**config.mk**
```make
export PLATFORM = sky130hd
export DESIGN_NAME = anim_sequencer_flat
export DESIGN_NICKNAME = d
export VERILOG_FILES = /design/src/rtl/anim_pkg.sv /design/src/rtl/anim_sequencer_if.sv /design/src/rtl/anim_prescaler.sv /design/src/rtl/anim_sequencer.sv /design/src/flat_wrapper.sv
export SDC_FILE = /design/constraint.sdc
export NUM_CORES = 1
export LEC_CHECK = 0
export ABC_AREA = 0
export CAP_MARGIN = 25
export CELL_PAD_IN_SITES_DETAIL_PLACEMENT = 2
export CELL_PAD_IN_SITES_GLOBAL_PLACEMENT = 2
export CORE_MARGIN = 8
export CORE_UTILIZATION = 27
export DETAILED_ROUTE_END_ITERATION = 12
export PLACE_DENSITY_LB_ADDON = 0.1
export SYNTH_ARGS = -nofsm -noshare
export SYNTH_HDL_FRONTEND = slang
export SYNTH_SLANG_ARGS = --single-unit
export TNS_END_PERCENT = 30
```
**constraint.sdc**
```tcl
create_clock -name clk -period 4.4 [get_ports clk]
set_input_delay 0.66 -clock clk [delete_from_list [all_inputs] [get_ports clk]]
set_output_delay 0.66 -clock clk [all_outputs]
set_load 0.02 [all_outputs]
```
**src/rtl/anim_pkg.sv**
```systemverilog
// Shared definitions for the animation sequencer: playback modes, direction
// encoding and the frame-index width helper.
package anim_pkg;

  typedef enum logic [1:0] {
    ANIM_LOOP     = 2'b00,
    ANIM_PINGPONG = 2'b01,
    ANIM_ONESHOT  = 2'b10,
    ANIM_HOLD     = 2'b11
  } anim_mode_e;

  typedef enum logic {
    DIR_UP   = 1'b0,
    DIR_DOWN = 1'b1
  } anim_dir_e;

  // Frame index width; a single-frame animation still needs one bit.
  function automatic int unsigned frame_w(input int unsigned n);
    return (n > 1) ? $clog2(n) : 1;
  endfunction

endpackage

```
**src/rtl/anim_sequencer_if.sv**
```systemverilog
// Frame ROM read port: the sequencer drives frame/x/y, the ROM returns data
// combinationally.
interface anim_sequencer_if #(
  parameter int unsigned FRAME_W = 4,
  parameter int unsigned X_W     = 8,
  parameter int unsigned Y_W     = 8,
  parameter int unsigned DATA_W  = 16
);
  logic [FRAME_W-1:0] frame;
  logic [X_W-1:0]     x;
  logic [Y_W-1:0]     y;
  logic [DATA_W-1:0]  data;

  modport master (output frame, output x, output y, input data);
  modport slave  (input frame, input x, input y, output data);
endinterface

```
**src/rtl/anim_prescaler.sv**
```systemverilog
// Frame-period prescaler: counts clk cycles and fires adv_o once per
// effective period (a period of 0 behaves as 1).
module anim_prescaler #(
  parameter int unsigned DIV_W = 24
) (
  input  logic             clk,
  input  logic             rst,
  input  logic             clr_i,
  input  logic             en_i,
  input  logic [DIV_W-1:0] period_i,
  output logic             adv_o
);

  logic [DIV_W-1:0] tick_cnt_q, tick_cnt_d;
  logic [DIV_W-1:0] last_cnt;

  // >= rather than == so a period shrunk below the current count fires at once.
  always_comb begin
    last_cnt   = (period_i == '0) ? '0 : period_i - DIV_W'(1);
    adv_o      = en_i && !clr_i && (tick_cnt_q >= last_cnt);
    tick_cnt_d = tick_cnt_q;
    if (clr_i) begin
      tick_cnt_d = '0;
    end else if (en_i) begin
      tick_cnt_d = adv_o ? '0 : tick_cnt_q + DIV_W'(1);
    end
  end

  always_ff @(posedge clk) begin
    if (rst) begin
      tick_cnt_q <= '0;
    end else begin
      tick_cnt_q <= tick_cnt_d;
    end
  end

endmodule

```
**src/rtl/anim_sequencer.sv**
```systemverilog
// Animation frame sequencer: steps the frame index per playback mode, addresses
// the frame ROM and registers the returned pixel.
module anim_sequencer
  import anim_pkg::*;
#(
  parameter int unsigned NUM_FRAMES = 16,
  parameter int unsigned FRAME_W    = frame_w(NUM_FRAMES),
  parameter int unsigned DIV_W      = 24,
  parameter int unsigned X_W        = 8,
  parameter int unsigned Y_W        = 8,
  parameter int unsigned DATA_W     = 16
) (
  input  logic               clk,
  input  logic               rst,
  input  logic [1:0]         mode_i,
  input  logic               play_i,
  input  logic               restart_i,
  input  logic [DIV_W-1:0]   period_i,
  input  logic [X_W-1:0]     ram_addr_x_i,
  input  logic [Y_W-1:0]     ram_addr_y_i,
  anim_sequencer_if.master   rom,
  output logic [DATA_W-1:0]  pix_data_o,
  output logic [FRAME_W-1:0] frame_idx_o,
  output logic               frame_tick_o,
  output logic               done_o
);

  localparam logic [FRAME_W-1:0] LAST_FRAME = FRAME_W'(NUM_FRAMES - 1);
  localparam logic [FRAME_W-1:0] PREV_LAST  =
    (NUM_FRAMES > 1) ? FRAME_W'(NUM_FRAMES - 2) : '0;

  anim_mode_e         mode_e;
  anim_dir_e          dir_q;
  logic [FRAME_W-1:0] frame_idx_q, frame_inc, frame_dec;
  logic               frame_tick_q, done_q, adv;
  logic [DATA_W-1:0]  pix_data_q;

  assign mode_e    = anim_mode_e'(mode_i);
  assign frame_inc = frame_idx_q + FRAME_W'(1);
  assign frame_dec = frame_idx_q - FRAME_W'(1);

  // HOLD parks the prescaler at zero while playing; pause freezes it as-is.
  anim_prescaler #(.DIV_W(DIV_W)) u_prescaler (
    .clk      (clk),
    .rst      (rst),
    .clr_i    (restart_i || (play_i && (mode_e == ANIM_HOLD))),
    .en_i     (play_i && (mode_e != ANIM_HOLD)),
    .period_i (period_i),
    .adv_o    (adv)
  );

  always_ff @(posedge clk) begin
    if (rst) begin
      frame_idx_q  <= '0;
      dir_q        <= DIR_UP;
      done_q       <= 1'b0;
      frame_tick_q <= 1'b0;
    end else begin
      frame_tick_q <= 1'b0;
      if (restart_i) begin
        frame_idx_q <= '0;
        dir_q       <= DIR_UP;
        done_q      <= 1'b0;
      end else if (adv) begin
        unique case (mode_e)
          ANIM_LOOP: begin
            dir_q        <= DIR_UP;
            frame_tick_q <= 1'b1;
            frame_idx_q  <= (frame_idx_q >= LAST_FRAME) ? '0 : frame_inc;
          end
          ANIM_PINGPONG: begin
            frame_tick_q <= 1'b1;
            if (NUM_FRAMES == 1) begin
              frame_idx_q <= '0;
            end else if (dir_q == DIR_UP) begin
              // Turn around at the end even if we arrived here from another mode.
              if (frame_idx_q >= LAST_FRAME) begin
                frame_idx_q <= PREV_LAST;
                dir_q       <= DIR_DOWN;
              end else begin
                frame_idx_q <= frame_inc;
                if (frame_inc == LAST_FRAME) dir_q <= DIR_DOWN;
              end
            end else begin
              if (frame_idx_q == '0) begin
                frame_idx_q <= FRAME_W'(1);
                dir_q       <= DIR_UP;
              end else begin
                frame_idx_q <= frame_dec;
                if (frame_dec == '0) dir_q <= DIR_UP;
              end
            end
          end
          ANIM_ONESHOT: begin
            if (!done_q) begin
              if (frame_idx_q >= LAST_FRAME) begin
                done_q <= 1'b1;
              end else begin
                frame_idx_q  <= frame_inc;
                frame_tick_q <= 1'b1;
                if (frame_inc == LAST_FRAME) done_q <= 1'b1;
              end
            end
          end
          default: begin
          end
        endcase
      end
    end
  end

  // Pixel pipeline register runs regardless of play state.
  always_ff @(posedge clk) begin
    if (rst) begin
      pix_data_q <= '0;
    end else begin
      pix_data_q <= rom.data;
    end
  end

  assign rom.frame    = frame_idx_q;
  assign rom.x        = ram_addr_x_i;
  assign rom.y        = ram_addr_y_i;
  assign pix_data_o   = pix_data_q;
  assign frame_idx_o  = frame_idx_q;
  assign frame_tick_o = frame_tick_q;
  assign done_o       = done_q;

endmodule

```
**src/flat_wrapper.sv**
```systemverilog
// flat-port wrapper written by rule: the top's interface ports become plain ports
module anim_sequencer_flat import anim_pkg::*;
#(
  parameter int unsigned NUM_FRAMES = 16,
  parameter int unsigned FRAME_W    = frame_w(NUM_FRAMES),
  parameter int unsigned DIV_W      = 24,
  parameter int unsigned X_W        = 8,
  parameter int unsigned Y_W        = 8,
  parameter int unsigned DATA_W     = 16
)
  (clk, rst, mode_i, play_i, restart_i, period_i, ram_addr_x_i, ram_addr_y_i, pix_data_o, frame_idx_o, frame_tick_o, done_o, rom_frame, rom_x, rom_y, rom_data);
  anim_sequencer_if #(.FRAME_W(FRAME_W), .X_W(X_W), .Y_W(Y_W), .DATA_W(DATA_W)) rom_i ();
  input  logic clk;
  input  logic rst;
  input  logic [1:0] mode_i;
  input  logic play_i;
  input  logic restart_i;
  input  logic [DIV_W-1:0] period_i;
  input  logic [X_W-1:0] ram_addr_x_i;
  input  logic [Y_W-1:0] ram_addr_y_i;
  output logic [DATA_W-1:0] pix_data_o;
  output logic [FRAME_W-1:0] frame_idx_o;
  output logic frame_tick_o;
  output logic done_o;
  output wire logic [$bits(rom_i.frame)-1:0] rom_frame;
  output wire logic [$bits(rom_i.x)-1:0] rom_x;
  output wire logic [$bits(rom_i.y)-1:0] rom_y;
  input wire logic [$bits(rom_i.data)-1:0] rom_data;
  assign rom_frame = rom_i.frame;
  assign rom_x = rom_i.x;
  assign rom_y = rom_i.y;
  assign rom_i.data = rom_data;
  anim_sequencer #(.NUM_FRAMES(NUM_FRAMES), .FRAME_W(FRAME_W), .DIV_W(DIV_W), .X_W(X_W), .Y_W(Y_W), .DATA_W(DATA_W)) u_core (.clk(clk), .rst(rst), .mode_i(mode_i), .play_i(play_i), .restart_i(restart_i), .period_i(period_i), .ram_addr_x_i(ram_addr_x_i), .ram_addr_y_i(ram_addr_y_i), .rom(rom_i), .pix_data_o(pix_data_o), .frame_idx_o(frame_idx_o), .frame_tick_o(frame_tick_o), .done_o(done_o));
endmodule
```
Run 1, register map, names as in the netlist:
Scale bar: 50 microns. Other sequential cells in the stronger gray, the rest of the logic in the fainter gray.
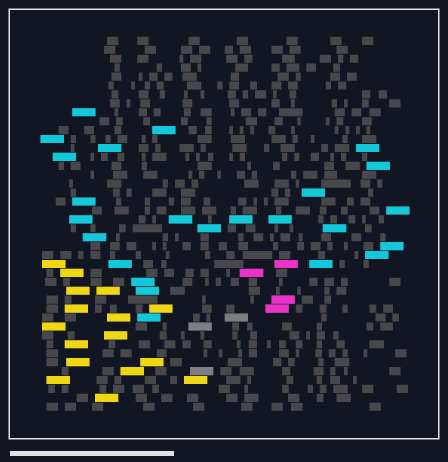
yellow -> u_core.pix_data_o  # flops 16, where bottom left
cyan -> u_core.u_prescaler.tick_cnt_q  # flops 24
magenta -> u_core.frame_idx_o  # flops 4

Run 1, port wiring:
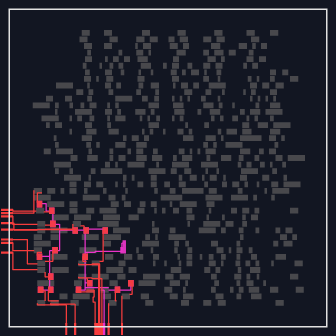
red -> rom_data  # bits 16, direction input, edge 8 bottom, 8 left, end cells 16, buffers 16, wire 402 microns
magenta -> rst  # bits 1, direction input, edge bottom, end cells 18, buffers 1, wire 163 microns
port buffer count: 71
IO Count: 104

Run 1, drive-strength map:
Scale bar: 50 microns.
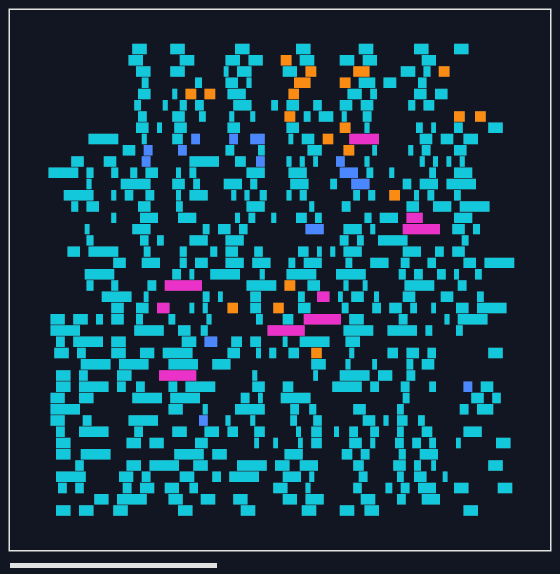
cyan -> _0 and _1 cells  # cells 449, share 91%
magenta -> _6 and larger  # cells 9, share 1.8%
orange -> _3 and _4 cells  # cells 20, share 4.1%
blue -> _2 cells  # cells 14, share 2.8%

==> flow_summary.toml, run 1 <==
# flow metrics
[floorplanning]
rows = 42
coreArea_sq_um = 13000
chip_area_sq_um = 17000
chipHeight_microns = 130
taps = 176
die_w_microns = 130

[worst_setup_path]
r2r-end = "u_core.frame_idx_o[1]"
crit_path_max_fanout = 9
cp-end-kind = "flop"
worst-setup-path-type = "in2reg"
rrSetupSlack_ps = 1890
worstPathRequired_ps = 4620
crit_start = "period_i[11]"
setup.worst_path.end = "u_core.u_prescaler.tick_cnt_q[0]"
ff2ff_path_depth = 8
r2r_start = "u_core.frame_idx_o[0]"

[timing]
hold_violations = 0
maxSlewViolCount = 0
max_freq_ghz = 0.242
relSlewSlack_pct = 38.3
period_minus_slack_ps = 4130
finalSetupTns_ps = 0
finalCritPeriodShare_pct = 93.9
tightest_slew_ps = 922
rsz0062_at_grt = "false"
clock_skew_ps = 8.61
finalSetupViolCount = 0

[clocking]
worstSkewPairLatency_ps = 300
post_cts_buffers = 0
cts_inserted_buffers = 5
cts.path.max_buffers = 2
cts_sinks = 47
cts_resized = 0
clk_pin_slew_ps = 80
cts-root-buf = "clkbuf_16"
htreeDepth = 2
cts_tree = "done"
cts_hold_buf = 0

[finish]
logic_gate_count = 336
instances_no_fill = 668
utilization_pct = 34.7
mostFrequentLayoutCells = "71 x clkdlybuf4s50_1, 47 x dfxtp_1, 45 x nand2_1"
final-comb-area_sq_um = 2320
final-clk-cell-share_pct = 3.40
stdcell_area_sq_um = 4530
num-fill-cells = 1537
sh_seq_area_pct = 20.8
signal_buffers = 89
comb_area_share_pct = 51.3
largest_class = "multi-input combinational cells"
buf_share_pct = 18.7
top_register = "u_core.u_prescaler.tick_cnt_q"
drive_gt1_share_pct = 8.74
flop-count = 47
lay_top_count = "clkdlybuf4s50_1"
seq_area_sq_um = 941

[logic_synthesis]
syn_area_per_cell_sq_um = 8.23
synth_nets = 527
postSynthCellCount = 430
yosysWarnings = 0
synth_top_area_share_pct = 26.6
area_leaders = "dfxtp_1 27%, ha_1 12%, xor2_1 6.7%, nor3_1 4.8%, nand2_1 4.8%"
yosysSeqAreaShare_pct = 26.6
async_reset_ff_share_pct = 0
synth_top_cell_by_area = "dfxtp_1"
yosys_area_sq_um = 3540
synth_top_flop_cell = "dfxtp_1"
syn_area_sq_um = 3540
top_cell = "dfxtp_1"
synth_cell_types = 59
yosys_cells = 430

[hold_path]
hold_depth = 2
hp-class = "reg2reg"

[run]
tool_warnings = 33
drv_cap = 0

[status]
run_status = "finished, final reports clean"

[routing]
wire_per_inst_microns = 16.8
ant_nets = 0
drt_iter0_markers = 126
firstDrtPassIters = 4
drc = 0
vias_per_cell = 4.94
dr_total_vias = 3297

[global_routing]
grt_use_total_pct = 13.7
antenna_found_initial = 0
grt_max_degree = 28
grt_pass1_wl_microns = 18400
grt_overflow = 0
grt_pass1_vias = 3641

[placement]
placedCellCount = 659
dpl.hpwl_microns = 9060
place_area_sq_um = 4360
gp_congestion = 0.713

[power]
cellLeakagePower_uw = 0.00175
vdd_ir_drop_max_v = 0.000191
total_power_uw = 1000
p_per_area_nw_per_um2 = 222
==> run 1: stage by stage <==
stage / hold slack, ps / worst slack, ps
2_1_floorplan: 469 / 478
3_3_place_gp: 485 / -6.34
3_5_place_dp: 501 / -171
4_1_cts: 513 / 122
5_1_grt: 550 / 22.9
6_report: 514 / 269
==> run 1: routing by layer <==
metal / routed length, microns / GRT usage, %
met5: 0 / 0
met2: 5640 / 24.4
met4: 95 / 2.90
met3: 472 / 3.37
met1: 5010 / 16.2
==> run 1: critical path, stage by stage <==
cell	delay [ps]
clkdlybuf4s50_1	420
or3_4	390
or4_4	490
and4b_1	320
nand2_2	90
nor3b_2	160
a21oi_1	160
ha_1	290
nand4_1	160
nor2_1	70
a22oi_1	240
nand3_1	200
or4_1	540
a21oi_1	160
==> run 1: where the power goes <==
group	total, uW	switching, uW	internal [uW]
sequential	436	2.57	433
combinational	159	75.7	82.9
clock	410	191	219
total	1000	269	735
==> run 1: how the worst min path moves through the flow <==
| stage | start | to | slack (ps) |
|---|---|---|---|
| 4_1_cts | u_core.done_o | u_core.done_o | 510 |
| 6_report | u_core.done_o | u_core.done_o | 510 |
| 2_1_floorplan | u_core.u_prescaler.tick_cnt_q[0] | u_core.u_prescaler.tick_cnt_q[0] | 470 |
| 3_5_place_dp | u_core.done_o | u_core.done_o | 500 |
| 3_3_place_gp | u_core.done_o | u_core.done_o | 480 |
| 5_1_grt | u_core.done_o | u_core.done_o | 550 |
==> run 1: kinds of logic (layout without fill, tap and decap cells) <==
kind of cell,count (synthesis),count (layout),share of synthesized area (%)
AND/OR/NAND/NOR,192,192,29.9
AND-OR/OR-AND,65,65,12.1
flip-flops,47,47,26.6
buffers and inverters,47,109,7.99
XOR/XNOR,39,39,9.66
adder cells (fa/ha/maj),35,35,12.4
multiplexers,5,5,1.41
==> run 2: changes to the inputs <==
- CAP_MARGIN: 25 -> not set
- GPL_ROUTABILITY_DRIVEN: not set -> 0
Run 2, port wiring:
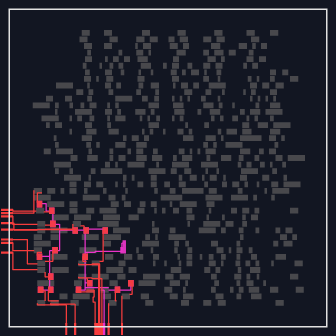
magenta -> rst  # bits 1, direction input, edge bottom, end cells 18, buffers 1, wire 163 microns
red -> rom_data  # bits 16, direction input, edge 8 bottom, 8 left, end cells 16, buffers 16, wire 402 microns

Run 2, signal wires by layer:
Scale bar: 50 microns.
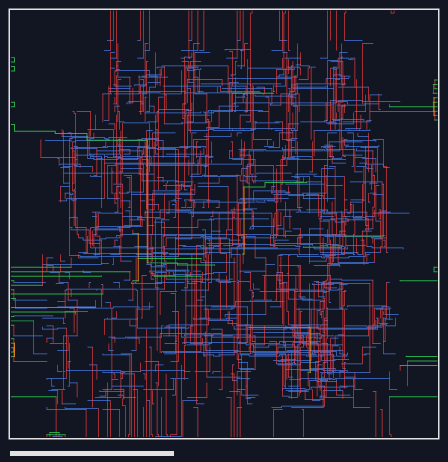
blue -> metal 1  # wire length 5010 microns
orange -> metal 4  # wire length 95.2 microns
green -> metal 3  # wire length 473 microns
red -> metal 2  # wire length 5640 microns
DR WL/cell: 16.8 microns
Post-Route WL: 11200 microns
DR vias: 3297
Total GRT Usage: 13.7%

Run 2, drive-strength map:
Scale bar: 50 microns.
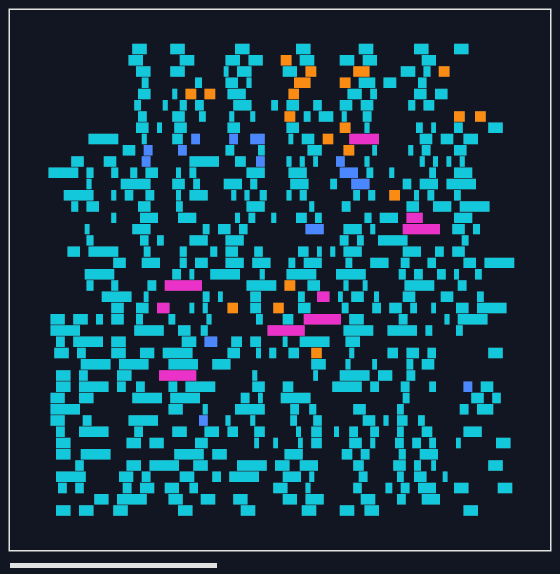
blue -> _2 cells  # cells 14, share 2.8%
orange -> _3 and _4 cells  # cells 20, share 4.1%
cyan -> _0 and _1 cells  # cells 449, share 91%
magenta -> _6 and larger  # cells 9, share 1.8%

==> run 2 against run 1 <==
Compared with the run above:
- worst setup slack is the same
- worst hold slack is the same
- critical endpoint unchanged
- largest cell class unchanged
- critical path type unchanged
- area after synthesis is the same
==> flow_summary.toml, run 2 <==
# flow metrics
[placement]
dp_slack_ps = -171
dpl.hpwl_microns = 9060
placedCellCount = 659
port_buffers = 71

[logic_synthesis]
yosys_area_sq_um = 3540
yosysSeqAreaShare_pct = 26.6
postSynthCellCount = 430
top_cell = "dfxtp_1"
syn_area_per_cell_sq_um = 8.23
synth_top_flop_cell = "dfxtp_1"
synth_top_area_share_pct = 26.6
synth_top_cell_by_area = "dfxtp_1"
synth_cell_types = 59
area_leaders = "dfxtp_1 27%, ha_1 12%, xor2_1 6.7%, nor3_1 4.8%, nand2_1 4.8%"
syn_area_sq_um = 3540
async_reset_ff_share_pct = 0
top_cells_by_count = "47 x dfxtp_1, 45 x nand2_1, 35 x ha_1"
synth_nets = 527
yosys_cells = 430
yosysWarnings = 0

[worst_setup_path]
setup.worst_path.end = "u_core.u_prescaler.tick_cnt_q[0]"
critPathMostFrequentCell = "a21oi_1"
r2r_start = "u_core.frame_idx_o[0]"
r2r-end = "u_core.frame_idx_o[1]"
max_stage_delay_ps = 540
path_delay_family = "simple AND/OR/NAND/NOR gates"
rrSetupSlack_ps = 1890
ff2ff_path_depth = 8
crit_start = "period_i[11]"
crit_path_max_fanout = 9
path_buffers = 1
cp.depth = 14
cp-end-kind = "flop"
slowest_stage = "or4_1"
worst-setup-path-type = "in2reg"
crit_chain = "clkdlybuf4s50_1, or3_4, or4_4, and4b_1, nand2_2, nor3b_2, a21oi_1, ha_1, nand4_1, nor2_1, a22oi_1, nand3_1, or4_1, a21oi_1"

[timing]
period_minus_slack_ps = 4130
rsz0062_at_grt = "false"
maxSlewViolCount = 0
finalCritPeriodShare_pct = 93.9
relSlewSlack_pct = 38.3
hold_violations = 0
clock_skew_ps = 8.61
finalSetupViolCount = 0
fin_ws_ps = 269
max_freq_ghz = 0.242
tightest_slew_ps = 922

[routing]
ant_nets = 0
drc = 0
drt_iter0_markers = 126
vias_per_cell = 4.94

[floorplanning]
rows = 42
chipHeight_microns = 130
coreArea_sq_um = 13000
die_w_microns = 130
chip_area_sq_um = 17000
ios = 104

[finish]
instances_no_fill = 668
largest_reg_flops = 24
lay_top_count = "clkdlybuf4s50_1"
drive_gt1_share_pct = 8.74
final_nets = 588
num-fill-cells = 1537
top_register = "u_core.u_prescaler.tick_cnt_q"

[global_routing]
antenna_found_initial = 0
grt_max_degree = 28
grt_pass1_vias = 3641
grt_overflow = 0
grt_pass1_wl_microns = 18400

[clocking]
cts_inserted_buffers = 5
clk_pin_slew_ps = 80
htreeDepth = 2
cts_tree = "done"
cts_sinks = 47
cts-root-buf = "clkbuf_16"
cts.path.max_buffers = 2

[hold_path]
hold_depth = 2
hold_end = "u_core.done_o"
hp-class = "reg2reg"
worstHoldStart = "u_core.done_o"

[power]
p_per_area_nw_per_um2 = 222
vdd_ir_drop_max_v = 0.000191
cellLeakagePower_uw = 0.00175

[run]
tool_warnings = 33
drv_cap = 0

[status]
run_status = "finished, final reports clean"
-- run 2: cell counts in the layout (fill, tap and decap cells not counted) --
Identical to the previous run, type by type.
-- run 2: per-stage QoR --
step           utilization (%)  hold WS [ps]  area [sq um]  TNS, ps  total power [uW]
3_3_place_gp              33.4           485          4360    -24.1               603
6_report                  34.7           514          4530        0              1000
4_1_cts                   34.6           513          4510        0              1030
2_1_floorplan                -           469          3540        0               535
5_1_grt                   34.7           550          4530        0              1050
3_5_place_dp              33.4           501          4360    -3190               607
-- run 2: tightest hold or removal path, delay by kind of cell (launching register included) --
| kind | cells | cell delay [ps] |
|---|---|---|
| DFF | 1 | 340 |
| AOI/OAI and AO/OA | 1 | 60 |
| and+or+nand+nor | 1 | 70 |
-- run 2: cell type report --
class,count,area [sq um],share of cell area [%]
multi-input cells,336,2320,51.3
flip-flops and latches,47,941,20.8
repair buffers,89,846,18.7
well taps,176,220,4.87
clock buffers,5,125,2.76
inverters,12,45.0,0.995
clock inverters,3,28.8,0.636
-- run 2: routing by layer --
metal  wire, microns  up-vias  track usage (%)
met5               0        -                0
met4              95        0             2.90
met3             472       13             3.37
met2            5640       49             24.4
met1            5010     1605             16.2
li1                -     1630                -
-- run 2: where the power goes --
group	total [uW]	leakage, uW	switching (uW)	internal [uW]
sequential	436	0.000383	2.57	433
clock	410	0.0000767	191	219
combinational	159	0.00129	75.7	82.9
-- run 2: cells by family after synthesis --
family	share of synthesized area, %
adder cells (fa/ha/maj)	12.4
buffers and inverters	7.99
AND/OR/NAND/NOR	29.9
multiplexers	1.41
XOR/XNOR	9.66
flip-flops	26.6
AND-OR/OR-AND	12.1
-- run 2: timing repair --
item	CTS	global route
endpoints found under the setup margin	0	19
gates resized	0	1
buffers inserted	0	1
Power and IR drop assume default switching activity.
